==> config.mk <==
export PLATFORM = sky130hd
export DESIGN_NAME = ov7670_pixel_classifier
export DESIGN_NICKNAME = d
export VERILOG_FILES = /design/src/rtl/ov7670_pkg.sv /design/src/rtl/rgb565_window_cmp.sv /design/src/rtl/ov7670_pixel_classifier.sv
export SDC_FILE = /design/constraint.sdc
export NUM_CORES = 1
export LEC_CHECK = 0
export ABC_AREA = 0
export CAP_MARGIN = 10
export CORE_ASPECT_RATIO = 0.6
export CORE_MARGIN = 1
export CORE_UTILIZATION = 55
export CTS_BUF_LIST = sky130_fd_sc_hd__clkbuf_4 sky130_fd_sc_hd__clkbuf_8
export CTS_CLUSTER_SIZE = 24
export DETAILED_ROUTE_END_ITERATION = 8
export GPL_TIMING_DRIVEN = 1
export PLACE_DENSITY = 0.82
export SYNTH_ARGS = -nofsm -noshare
export SYNTH_HDL_FRONTEND = slang
export SYNTH_SLANG_ARGS = --single-unit
==> constraint.sdc <==
create_clock -name clk -period 2.1 [get_ports clk]
set_clock_uncertainty 0.1 [all_clocks]
set_input_delay 0.42 -clock clk [delete_from_list [all_inputs] [get_ports clk]]
set_output_delay 0.42 -clock clk [all_outputs]
set_load 0.05 [all_outputs]
run_1/closeup.png
Region (41, 6) to (71, 36) microns. Cells in grey, sequential cells in the stronger grey; small squares are vias.
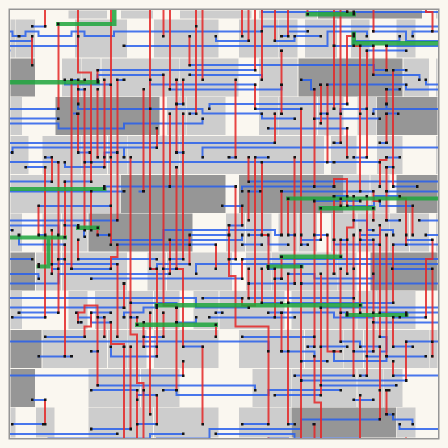
colour	layer
red	M2
green	M3
blue	M1
sequential cells in the window	8
cells with their middle in the window	84
most frequent	nand2_1 (22), ha_1 (12), a21oi_1 (11)

run_1/route_heat.png
(4 px per micron) The die is cut into 23 by 14 equal tiles; white is low, dark blue is high, scaled to the fullest tile. Values are wire area over tile area, all layers added.
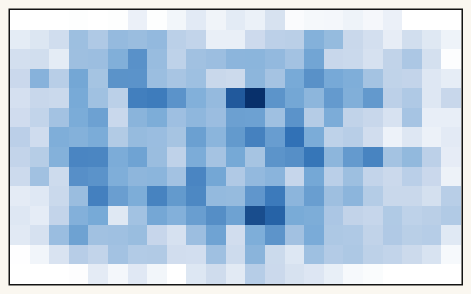
fullest tile	0.61
densest ninth of the die	middle
tiles over half the peak	18%
mean over tiles	0.20
nearly empty tiles	6.5%
global-route usage over all layers: 0.263
final WL: 9.63 mm

run_1/clock_wires.png
(4 px per micron)
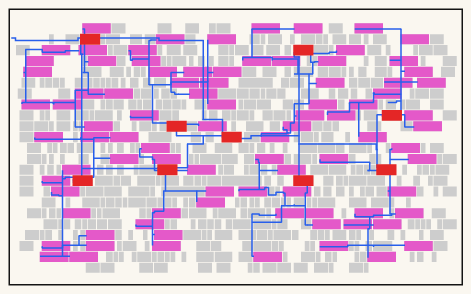
[red] clock-net drivers | count: 9
[blue] clock wires | length: 948 microns
[magenta] flip-flops | count: 88
routed clock nets	10
flops lie	spread over the die
insertion delay at the late pin of the worst-skew pair: 0.35 ns
power drawn by the clock network: 1.22 mW

==> report_table.html <==
<!-- implementation run metrics -->
<table>
<tr><th>Metric</th><th>Value</th></tr>
<tr><th colspan="2">Logic synthesis</th></tr>
<tr><td>Simple-gate share of the synthesized area</td><td>0.214</td></tr>
<tr><td>FA/HA/MAJ Cells, Area Fraction</td><td>0.105</td></tr>
<tr><td>Post-synthesis mux area share</td><td>0.0469</td></tr>
<tr><td>Dominant combinational family</td><td>simple AND/OR/NAND/NOR gates</td></tr>
<tr><td>Yosys Instances</td><td>483</td></tr>
<tr><td>Cells after Synth</td><td>483</td></tr>
<tr><td>AO/OA Area Share</td><td>0.114</td></tr>
<tr><td>Cell accounting for the most synthesized area</td><td>dfxtp_1</td></tr>
<tr><td>Number of flops mapped to enable cells by yosys</td><td>0</td></tr>
<tr><td>Number of warnings reported in the yosys synthesis log</td><td>0</td></tr>
<tr><td>Syn Nets</td><td>561</td></tr>
<tr><td>Dominant cell by count in the synthesized netlist</td><td>nand2_1</td></tr>
<tr><td>Sequential share of the synthesized area</td><td>0.434</td></tr>
<tr><td>Unique masters post-synth</td><td>45</td></tr>
<tr><td>Top cell type's share of synthesized area</td><td>0.434</td></tr>
<tr><td>Main area contributors</td><td>dfxtp_1 43%, ha_1 10%, nand2_1 8.6%</td></tr>
<tr><td>Mapped Avg Cell Area</td><td>8.40 sq um</td></tr>
<tr><td>XOR/XNOR Area Share</td><td>0.0346</td></tr>
<tr><td>Post-Synthesis Cell Area</td><td>4060 sq um</td></tr>
<tr><td>Most instantiated cells after synthesis</td><td>93 x nand2_1, 88 x dfxtp_1, 57 x a21oi_1</td></tr>
<tr><td>Area reported by Yosys stat</td><td>4060 sq um</td></tr>
<tr><td>Synth async-reset ratio</td><td>0</td></tr>
<tr><td>Dominant Register Cell</td><td>dfxtp_1</td></tr>
<tr><td>Flop and latch count out of synthesis</td><td>88</td></tr>
<tr><th colspan="2">CTS</th></tr>
<tr><td>Clock tree from TritonCTS</td><td>built</td></tr>
<tr><td>Number of sinks driven by the clock tree</td><td>88</td></tr>
<tr><td>Largest buffer count on any clock path</td><td>2</td></tr>
<tr><td>Clock Pin Slew Worst Setup and Hold Paths</td><td>0.08 ns</td></tr>
<tr><td>Number of setup buffers added after CTS</td><td>0</td></tr>
<tr><td>Hold_buf cts</td><td>0</td></tr>
<tr><td>Clock buffer count from CTS</td><td>9</td></tr>
<tr><td>Cell resize tally after clock tree synthesis</td><td>1</td></tr>
<tr><td>Library cell used as clock root buffer</td><td>clkbuf_8</td></tr>
<tr><td>H-tree lvl count</td><td>3</td></tr>
<tr><th colspan="2">Finish</th></tr>
<tr><td>Filler instances</td><td>536</td></tr>
<tr><td>Final core occ</td><td>0.752</td></tr>
<tr><td>Synth-to-Final Area Change</td><td>28.1%</td></tr>
<tr><td>Top cells excl fill/tap</td><td>93 x nand2_1, 88 x dfxtp_1, 65 x clkdlybuf4s50_1, 57 x a21oi_1, 49 x nor2_1</td></tr>
<tr><td>N_diodes</td><td>0</td></tr>
<tr><td>Final Non-Filler Cells</td><td>657</td></tr>
<tr><td>Fraction of layout instances using a drive strength above 1</td><td>0.100</td></tr>
<tr><td>Most used logic cell in the final layout</td><td>nand2_1</td></tr>
<tr><td>Finished Cell Area</td><td>5190 sq um</td></tr>
<tr><td>Net count reported at finish</td><td>644</td></tr>
<tr><th colspan="2">Flow run</th></tr>
<tr><td>OpenROAD warning count</td><td>26</td></tr>
<tr><td>Max-capacitance violation count</td><td>0</td></tr>
<tr><th colspan="2">Status</th></tr>
<tr><td>Run status</td><td>complete, no violations</td></tr>
<tr><th colspan="2">Worst setup path</th></tr>
<tr><td>Worst Reg2Reg Path Length in Cells</td><td>5</td></tr>
<tr><td>Required time of the worst setup path</td><td>2.29 ns</td></tr>
<tr><td>Signal arrival time at the worst endpoint</td><td>2.24 ns</td></tr>
<tr><td>Nature of the critical path endpoint</td><td>flip-flop</td></tr>
<tr><td>Largest fanout on the critical path</td><td>5</td></tr>
<tr><td>Worst reg2reg setup slack</td><td>0.20 ns</td></tr>
<tr><td>Type of origin of the critical path</td><td>primary input</td></tr>
<tr><td>Setup CP Type</td><td>in2reg</td></tr>
<tr><th colspan="2">Pwr</th></tr>
<tr><td>Seq power</td><td>1.71 mW</td></tr>
<tr><td>Clk pwr share</td><td>0.374</td></tr>
<tr><td>Power group with the highest consumption</td><td>sequential cells</td></tr>
<tr><td>Cell area power density</td><td>626 nW/um^2</td></tr>
<tr><td>Combinational group share of total power</td><td>0.100</td></tr>
<tr><td>Internal Power</td><td>2.51 mW</td></tr>
<tr><td>Switching power share of the total</td><td>0.227</td></tr>
<tr><td>Static Leak</td><td>2.05 nW</td></tr>
<tr><td>Peak ir drop on the vdd network</td><td>0.000466 V</td></tr>
<tr><td>Proportion of power drawn by flip-flops and latches</td><td>0.525</td></tr>
<tr><td>Combinational logic power</td><td>327 uW</td></tr>
<tr><td>Switching pwr</td><td>739 uW</td></tr>
<tr><td>Power, Total</td><td>3.25 mW</td></tr>
<tr><th colspan="2">Final timing</th></tr>
<tr><td>Number of pins with negative max-slew slack in the final report</td><td>0</td></tr>
<tr><td>Worst hold margin</td><td>0.357 ns</td></tr>
<tr><td>PnR worst setup slack</td><td>0.0540 ns</td></tr>
<tr><td>Post-Route Setup TNS</td><td>0 ns</td></tr>
<tr><td>Maximum frequency from static timing analysis</td><td>489 MHz</td></tr>
<tr><td>Final Setup Violations</td><td>0</td></tr>
<tr><td>Worst relative slew slack</td><td>0.657</td></tr>
<tr><td>Share of the cycle needed by the critical path after routing</td><td>0.974</td></tr>
<tr><td>Final critical delay including setup and external delays</td><td>2.05 ns</td></tr>
<tr><td>Final number of hold-violating endpoints</td><td>0</td></tr>
<tr><td>RSZ-0062 raised after global routing</td><td>false</td></tr>
<tr><td>Slew of the pin with the lowest slew margin</td><td>0.513 ns</td></tr>
<tr><th colspan="2">Worst hold path</th></tr>
<tr><td>Worst hold stages</td><td>2</td></tr>
<tr><td>Worst min-delay path class</td><td>reg2reg</td></tr>
<tr><th colspan="2">GRT</th></tr>
<tr><td>Initial antenna violation count</td><td>0</td></tr>
<tr><td>Maximum number of pins on one net before global-route repair</td><td>33</td></tr>
<tr><td>Met2 GRT Util</td><td>0.430</td></tr>
<tr><td>Gr busiest metal</td><td>met2</td></tr>
<tr><td>Met3 global-route usage</td><td>0.0481</td></tr>
<tr><td>Vias in the first global route</td><td>3311</td></tr>
<tr><td>Global route overflow</td><td>0</td></tr>
<tr><td>Wire length of the first global-routing pass</td><td>15.5 mm</td></tr>
<tr><td>Met1 usage</td><td>0.355</td></tr>
<tr><th colspan="2">Placed design</th></tr>
<tr><td>GP Congestion</td><td>0.861</td></tr>
<tr><td>Cell area after placement</td><td>4940 sq um</td></tr>
<tr><td>Worst slack after detailed placement</td><td>-0.340 ns</td></tr>
<tr><td>DP Wirelength</td><td>6.97 mm</td></tr>
<tr><td>Count of input and output buffers</td><td>67</td></tr>
<tr><td>Placed cell count</td><td>642</td></tr>
<tr><th colspan="2">Route</th></tr>
<tr><td>Violation count after the first detailed-route iteration</td><td>208</td></tr>
<tr><td>WL per Instance</td><td>14.7 microns</td></tr>
<tr><td>Via count of the routed design</td><td>3507</td></tr>
<tr><td>Number of search-and-repair iterations in the first detailed-routing pass</td><td>4</td></tr>
<tr><td>Remaining DRCs</td><td>0</td></tr>
<tr><td>Via density</td><td>5.34</td></tr>
<tr><td>Post-route ant nets</td><td>0</td></tr>
<tr><th colspan="2">Die</th></tr>
<tr><td>Horizontal die dimension</td><td>113 microns</td></tr>
<tr><td>Floorplan core density</td><td>0.587</td></tr>
<tr><td>Die span in y</td><td>68.5 microns</td></tr>
<tr><td>DIE AREA</td><td>7730 sq um</td></tr>
<tr><td>Area inside the core boundary</td><td>6910 sq um</td></tr>
<tr><td>IO Count</td><td>68</td></tr>
<tr><td>Std-Cell Rows</td><td>23</td></tr>
</table>
run 1: area by class of cell:
class / instances / area (sq um) / share of cell area
timing repair buffer: 92 / 851 / 0.164
inverter: 34 / 128 / 0.0246
clock inverter: 2 / 37.5 / 0.00723
clock buffer: 13 / 173 / 0.0332
multi-input combinational: 341 / 2130 / 0.411
tap: 87 / 109 / 0.0210
sequential: 88 / 1760 / 0.339
run 1: worst max-delay path, stage by stage:
cell,delay (ns)
clkdlybuf4s50_1,0.44
buf_4,0.16
and4bb_2,0.33
o311ai_2,0.13
or2_2,0.31
or3_1,0.30
a21oi_1,0.14
run 1: routing by layer:
metal | routed length [microns] | up-vias
met5 | 0 | -
met4 | 104 | 0
met3 | 558 | 11
met2 | 4240 | 111
met1 | 4730 | 1603
li1 | - | 1782
Power figures rest on the tool's default switching activity, not on a simulated workload.
